I/O nets highlighted:
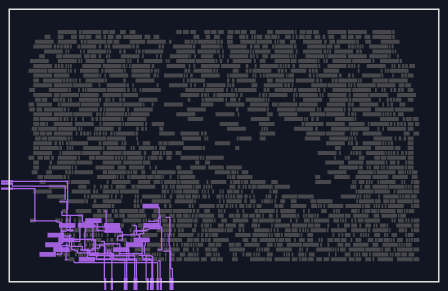
The metal 2 layer:
Cells faint in the background.
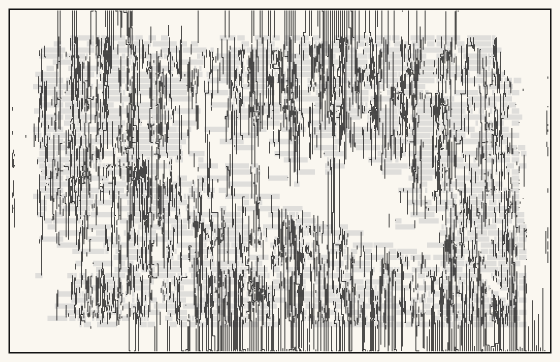
Cell outlines without signal wires:
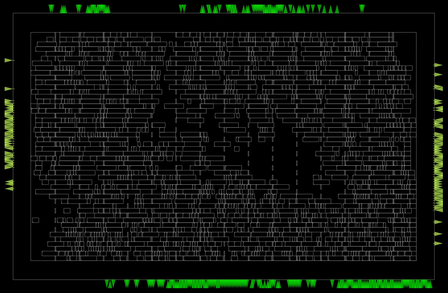
Signal wires on met3:
Bar = 50 um.
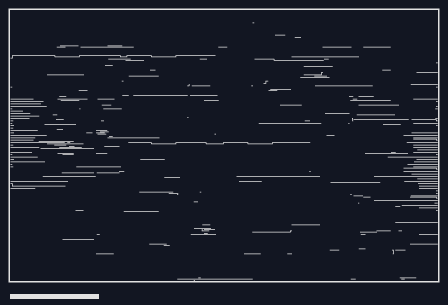
`config.mk`:
```
export PLATFORM = sky130hd
export DESIGN_NAME = nic_dma_engine_flat
export DESIGN_NICKNAME = d
export VERILOG_FILES = /design/src/rtl/nic_dma_engine_if.sv /design/src/rtl/nic_dma_engine.sv /design/src/flat_wrapper.sv
export SDC_FILE = /design/constraint.sdc
export NUM_CORES = 1
export LEC_CHECK = 0
export ABC_AREA = 1
export CORE_ASPECT_RATIO = 0.6
export CORE_MARGIN = 10
export CORE_UTILIZATION = 50
export DETAILED_ROUTE_END_ITERATION = 6
export PLACE_DENSITY = 0.78
export SLEW_MARGIN = 10
export SYNTH_ARGS = -nofsm -noshare
export SYNTH_HDL_FRONTEND = slang
export SYNTH_SLANG_ARGS = --single-unit
```
`constraint.sdc`:
```
create_clock -name clk -period 4.68 [get_ports clk]
set_input_delay 0.936 -clock clk [delete_from_list [all_inputs] [get_ports clk]]
set_output_delay 0.936 -clock clk [all_outputs]
set_load 0.05 [all_outputs]
```
`src/rtl/nic_dma_engine_if.sv`:
```
// Host and NIC-side signals of the DMA engine. Data buses are big-endian [0:DATA_WIDTH-1].
// Handshakes: tx and rx both transfer on a rising edge where valid & ready; valid never waits on ready.
interface nic_dma_engine_if #(
   parameter int DATA_WIDTH = 64
);
   logic [0:DATA_WIDTH-1] tx_data;
   logic                  tx_valid;
   logic                  tx_ready;
   logic [0:DATA_WIDTH-1] rx_data;
   logic                  rx_valid;
   logic                  rx_ready;
   logic [1:0]            nic_addr;
   logic [0:DATA_WIDTH-1] nic_d_in;
   logic [0:DATA_WIDTH-1] nic_d_out;
   logic                  nic_En;
   logic                  nic_WrEn;

   modport master (
      input  tx_data, tx_valid, rx_ready, nic_d_out,
      output tx_ready, rx_data, rx_valid, nic_addr, nic_d_in, nic_En, nic_WrEn
   );

   modport slave (
      output tx_data, tx_valid, rx_ready, nic_d_out,
      input  tx_ready, rx_data, rx_valid, nic_addr, nic_d_in, nic_En, nic_WrEn
   );
endinterface

```
`src/rtl/nic_dma_engine.sv`:
```
// Hardware initiator for the NIC register port: drains a host TX FIFO into the NIC output
// channel and the NIC input channel into an rx stream, polling status with round-robin arbitration.
module nic_dma_engine #(
   parameter int DATA_WIDTH = 64,
   parameter int TX_DEPTH   = 4,
   parameter int CNT_WIDTH  = 16
) (
   input  logic                 clk,
   input  logic                 reset,
   nic_dma_engine_if.master     bus,
   output logic                 busy,
   output logic [CNT_WIDTH-1:0] tx_sent_cnt,
   output logic [CNT_WIDTH-1:0] rx_recv_cnt,
   output logic [2:0]           dbg_state
);
   localparam int AW = $clog2(TX_DEPTH);
   localparam logic [AW:0] FULL_CNT = (AW+1)'(TX_DEPTH);

   localparam logic [2:0] IDLE      = 3'd0;
   localparam logic [2:0] OSTAT_RD  = 3'd1;
   localparam logic [2:0] OSTAT_CHK = 3'd2;
   localparam logic [2:0] OUT_WR    = 3'd3;
   localparam logic [2:0] ISTAT_RD  = 3'd4;
   localparam logic [2:0] ISTAT_CHK = 3'd5;
   localparam logic [2:0] IN_RD     = 3'd6;
   localparam logic [2:0] IN_CAP    = 3'd7;

   localparam logic GRANT_TX = 1'b0;
   localparam logic GRANT_RX = 1'b1;

   logic [2:0]            state, state_nxt;
   logic                  last_grant;
   logic [0:DATA_WIDTH-1] mem [TX_DEPTH];
   logic [AW-1:0]         wr_ptr, rd_ptr;
   logic [AW:0]           count;
   logic                  push, pop, tx_req, rx_req, status_bit;

   assign bus.tx_ready = (count < FULL_CNT);
   assign push         = bus.tx_valid & bus.tx_ready;
   assign pop          = (state == OUT_WR);
   assign tx_req       = (count != '0);
   assign rx_req       = ~bus.rx_valid;
   // NIC status flag sits in the last bit of the big-endian word
   assign status_bit   = bus.nic_d_out[DATA_WIDTH-1];
   assign busy         = (state != IDLE);
   assign dbg_state    = state;

   always_comb begin
      state_nxt = state;
      case (state)
         IDLE: begin
            if (tx_req && (!rx_req || last_grant == GRANT_RX)) state_nxt = OSTAT_RD;
            else if (rx_req)                                  state_nxt = ISTAT_RD;
         end
         OSTAT_RD:  state_nxt = OSTAT_CHK;
         OSTAT_CHK: state_nxt = status_bit ? IDLE : OUT_WR;
         OUT_WR:    state_nxt = IDLE;
         ISTAT_RD:  state_nxt = ISTAT_CHK;
         ISTAT_CHK: state_nxt = status_bit ? IN_RD : IDLE;
         IN_RD:     state_nxt = IN_CAP;
         IN_CAP:    state_nxt = IDLE;
         default:   state_nxt = IDLE;
      endcase
   end

   always_comb begin
      bus.nic_En   = 1'b0;
      bus.nic_WrEn = 1'b0;
      bus.nic_addr = 2'b00;
      bus.nic_d_in = '0;
      case (state)
         OSTAT_RD: begin bus.nic_En = 1'b1; bus.nic_addr = 2'b11; end
         ISTAT_RD: begin bus.nic_En = 1'b1; bus.nic_addr = 2'b01; end
         IN_RD:    begin bus.nic_En = 1'b1; bus.nic_addr = 2'b00; end
         OUT_WR: begin
            bus.nic_En   = 1'b1;
            bus.nic_WrEn = 1'b1;
            bus.nic_addr = 2'b10;
            bus.nic_d_in = mem[rd_ptr];
         end
         default: ;
      endcase
   end

   always_ff @(posedge clk or negedge reset) begin
      if (!reset) begin
         state      <= IDLE;
         last_grant <= GRANT_TX;
      end else begin
         state <= state_nxt;
         if ((state == OSTAT_CHK && status_bit) || state == OUT_WR)
            last_grant <= GRANT_TX;
         else if ((state == ISTAT_CHK && !status_bit) || state == IN_CAP)
            last_grant <= GRANT_RX;
      end
   end

   always_ff @(posedge clk) begin
      if (push) mem[wr_ptr] <= bus.tx_data;
   end

   always_ff @(posedge clk or negedge reset) begin
      if (!reset) begin
         wr_ptr      <= '0;
         rd_ptr      <= '0;
         count       <= '0;
         tx_sent_cnt <= '0;
      end else begin
         if (push) wr_ptr <= wr_ptr + 1'b1;
         if (pop) begin
            rd_ptr      <= rd_ptr + 1'b1;
            tx_sent_cnt <= tx_sent_cnt + 1'b1;
         end
         case ({push, pop})
            2'b10:   count <= count + 1'b1;
            2'b01:   count <= count - 1'b1;
            default: ;
         endcase
      end
   end

   // Capture is only reachable with rx_valid low, so it never collides with the consume edge
   always_ff @(posedge clk or negedge reset) begin
      if (!reset) begin
         bus.rx_data  <= '0;
         bus.rx_valid <= 1'b0;
         rx_recv_cnt  <= '0;
      end else if (state == IN_CAP) begin
         bus.rx_data  <= bus.nic_d_out;
         bus.rx_valid <= 1'b1;
         rx_recv_cnt  <= rx_recv_cnt + 1'b1;
      end else if (bus.rx_valid && bus.rx_ready) begin
         bus.rx_valid <= 1'b0;
      end
   end
endmodule

```
`src/flat_wrapper.sv`:
```
// flat-port wrapper written by rule: the top's interface ports become plain ports
module nic_dma_engine_flat 
#(
   parameter int DATA_WIDTH = 64,
   parameter int TX_DEPTH   = 4,
   parameter int CNT_WIDTH  = 16
)
  (clk, reset, busy, tx_sent_cnt, rx_recv_cnt, dbg_state, bus_tx_data, bus_tx_valid, bus_rx_ready, bus_nic_d_out, bus_tx_ready, bus_rx_data, bus_rx_valid, bus_nic_addr, bus_nic_d_in, bus_nic_En, bus_nic_WrEn);
  nic_dma_engine_if #(.DATA_WIDTH(DATA_WIDTH)) bus_i ();
  input  logic clk;
  input  logic reset;
  output logic busy;
  output logic [CNT_WIDTH-1:0] tx_sent_cnt;
  output logic [CNT_WIDTH-1:0] rx_recv_cnt;
  output logic [2:0] dbg_state;
  input wire logic [$bits(bus_i.tx_data)-1:0] bus_tx_data;
  input wire logic [$bits(bus_i.tx_valid)-1:0] bus_tx_valid;
  input wire logic [$bits(bus_i.rx_ready)-1:0] bus_rx_ready;
  input wire logic [$bits(bus_i.nic_d_out)-1:0] bus_nic_d_out;
  output wire logic [$bits(bus_i.tx_ready)-1:0] bus_tx_ready;
  output wire logic [$bits(bus_i.rx_data)-1:0] bus_rx_data;
  output wire logic [$bits(bus_i.rx_valid)-1:0] bus_rx_valid;
  output wire logic [$bits(bus_i.nic_addr)-1:0] bus_nic_addr;
  output wire logic [$bits(bus_i.nic_d_in)-1:0] bus_nic_d_in;
  output wire logic [$bits(bus_i.nic_En)-1:0] bus_nic_En;
  output wire logic [$bits(bus_i.nic_WrEn)-1:0] bus_nic_WrEn;
  assign bus_i.tx_data = bus_tx_data;
  assign bus_i.tx_valid = bus_tx_valid;
  assign bus_i.rx_ready = bus_rx_ready;
  assign bus_i.nic_d_out = bus_nic_d_out;
  assign bus_tx_ready = bus_i.tx_ready;
  assign bus_rx_data = bus_i.rx_data;
  assign bus_rx_valid = bus_i.rx_valid;
  assign bus_nic_addr = bus_i.nic_addr;
  assign bus_nic_d_in = bus_i.nic_d_in;
  assign bus_nic_En = bus_i.nic_En;
  assign bus_nic_WrEn = bus_i.nic_WrEn;
  nic_dma_engine #(.DATA_WIDTH(DATA_WIDTH), .TX_DEPTH(TX_DEPTH), .CNT_WIDTH(CNT_WIDTH)) u_core (.clk(clk), .reset(reset), .bus(bus_i), .busy(busy), .tx_sent_cnt(tx_sent_cnt), .rx_recv_cnt(rx_recv_cnt), .dbg_state(dbg_state));
endmodule
```
==> run notes <==
impl run done, here's what came out: Hold Crit Class=flop to flop, leakage power=just over 7 nW, worst skew pair latency=~0.52 ns, Final Cell Area=roughly 19,000 sq um, Die Y=152.5 um, crit share post-route=around nine tenths, most frequent cells in the layout=clkdlybuf4s50_1, nor2_1, edfxtp_1, Layout Cells excl Fill=approximately 2,000, Vias=between 10,000 and 15,000, maximum vdd drop=between 0.4 and 0.5 mV, initial antenna violation count=0, Pwr Density=about 650 nW/um^2, DR WL/cell=approximately 20 um, DP HPWL=roughly 25,000 um, CP max-delay cell=clkdlybuf4s50_1, router iterations before antenna repair=5, RePlAce Congestion=between 0.8 and 0.9, vias in the first global route=a little over 10,000, Syn Area/Cell=between 10 and 15 sq um, Post-Synthesis Cells=between 1,000 and 1,500, outcome=complete, no violations, Via density=roughly 5.2, area reported by Yosys stat=between 10,000 and 15,000 sq um, synth-to-layout area growth=30.17%, Synth Seq Share=71.03%, number of enable flip-flop cells=around 260, Netlist Area Pre-Place=about 15,000 sq um, maximum clock frequency=0.2357 GHz, Setup-failing EPs final=0, gr ovfl total=0, ys flops=approximately 360, Core Area=28,770 sq um, GRT Util Overall=20.88%, Critical path buffers and inverters=2, CTS tree=yes, Max-Cap Viols=0, CTS Buf Count=35
Notes on 'I/O nets highlighted' above:
port	color	bits	direction	edge	end cells	buffers	wire
tx_sent_cnt	purple	16	output	13 bottom, 3 left	16	16	1,060 um

Notes on 'the metal 2 layer' above:
longest straight run	80.1 um
share of all routed wire	49%
main direction	vertical
wire length on this layer	19,100 um

Notes on 'cell outlines without signal wires' above:
Seq area share: 54.59%
Fill cells: 2,111
Final Core Density: 66.19%
Core Rows: 48

Notes on 'signal wires on met3' above:
wire length on this layer	2,560 um
nets with wire on the layer	160
share of all routed wire	6.6%
longest straight run	46.7 um

sequential cells by signal (all words and copies together) (netlist names), 2 cells and up:
signal / flops
u_core.wr_ptr: 2
u_core.bus.rx_data: 64
u_core.rd_ptr: 2
u_core.tx_sent_cnt: 16
u_core.count: 3
u_core.dbg_state: 3
u_core.rx_recv_cnt: 16
u_core.mem: 256
metrics by stage:
stage	hold WS, ns	power, mW	worst slack, ns
2_1_floorplan	0.4465	7.991	0.3683
3_3_place_gp	0.4600	9.627	1.062
3_5_place_dp	0.4635	9.731	1.023
4_1_cts	0.4799	12.41	0.4477
5_1_grt	0.4895	12.96	0.2539
6_report	0.4776	12.30	0.4374
Yosys cell counts (2+ instances only):
master      n  share of area (%)
nor2_1    285                7.3
edfxtp_1  256                 53
nand2_1   253                6.5
o21ai_0   134                4.6
dfrtp_1   108                 18
a21oi_1    67                2.3
inv_1      39                1.0
clkbuf_1   24               0.62
buf_4      19               0.98
buf_2      15               0.51
nand3_1    15               0.51
xor2_1     15               0.90
xnor2_1    12               0.72
nand4_1    11               0.47
ha_1        7               0.60
buf_1       6               0.15
nor2_4      5               0.38
nand2_2     4               0.17
nor2_2      3               0.13
nor3_1      3               0.10
buf_6       2               0.15
inv_2       2              0.051
nand3b_1    2               0.10
power breakdown:
part / switching (mW) / internal [mW]
Combinational: 3.55 / 1.58
Sequential: 0.413 / 4.12
Clock: 1.18 / 1.47
final timing paths:
path,slack (ns),start,depth (start not counted),end
setup / recovery,0.44,u_core.rd_ptr[0],6,bus_nic_d_in[54]
hold / removal,0.48,u_core.count[0],1,u_core.count[0]
setup reg to reg,2.37,u_core.dbg_state[2],7,u_core.rx_recv_cnt[13]
hold reg to reg,0.48,u_core.count[0],1,u_core.count[0]
max in group asynchronous,3.03,reset,2,u_core.bus.rx_data[47]
min in group asynchronous,0.60,reset,1,u_core.tx_sent_cnt[11]
routing by layer:
metal | routed length (um) | GRT usage, % | vias up
met4 | 684 | 4.742 | 0
met1 | 16570 | 27.69 | 5026
li1 | - | - | 4937
met2 | 19060 | 34.69 | 352
met3 | 2558 | 4.335 | 50
met5 | 0 | 0 | -
kinds of logic after synthesis:
group,Yosys count,synth area share (%)
compound gates,205,7.074
xor+xnor,27,1.617
fa+ha+maj,8,0.7356
buf+inv,107,3.464
flops,364,71.03
simple gates,585,16.08
worst register-to-register path, delay by kind of cell (launching register included):
family           cells  cell delay, ns
DFF                  1            0.67
and+or+nand+nor      7            1.53
area by class of cell:
| class | count | share of cell area, % |
|---|---|---|
| multi-input combinational | 825 | 19.82 |
| clock buffer | 47 | 5.106 |
| tap | 375 | 2.464 |
| inverter | 41 | 0.8083 |
| clock inverter | 16 | 0.4534 |
| sequential | 364 | 54.59 |
| timing repair buffer | 318 | 16.76 |
No activity file was given, so power comes from the tool's default toggle rates.
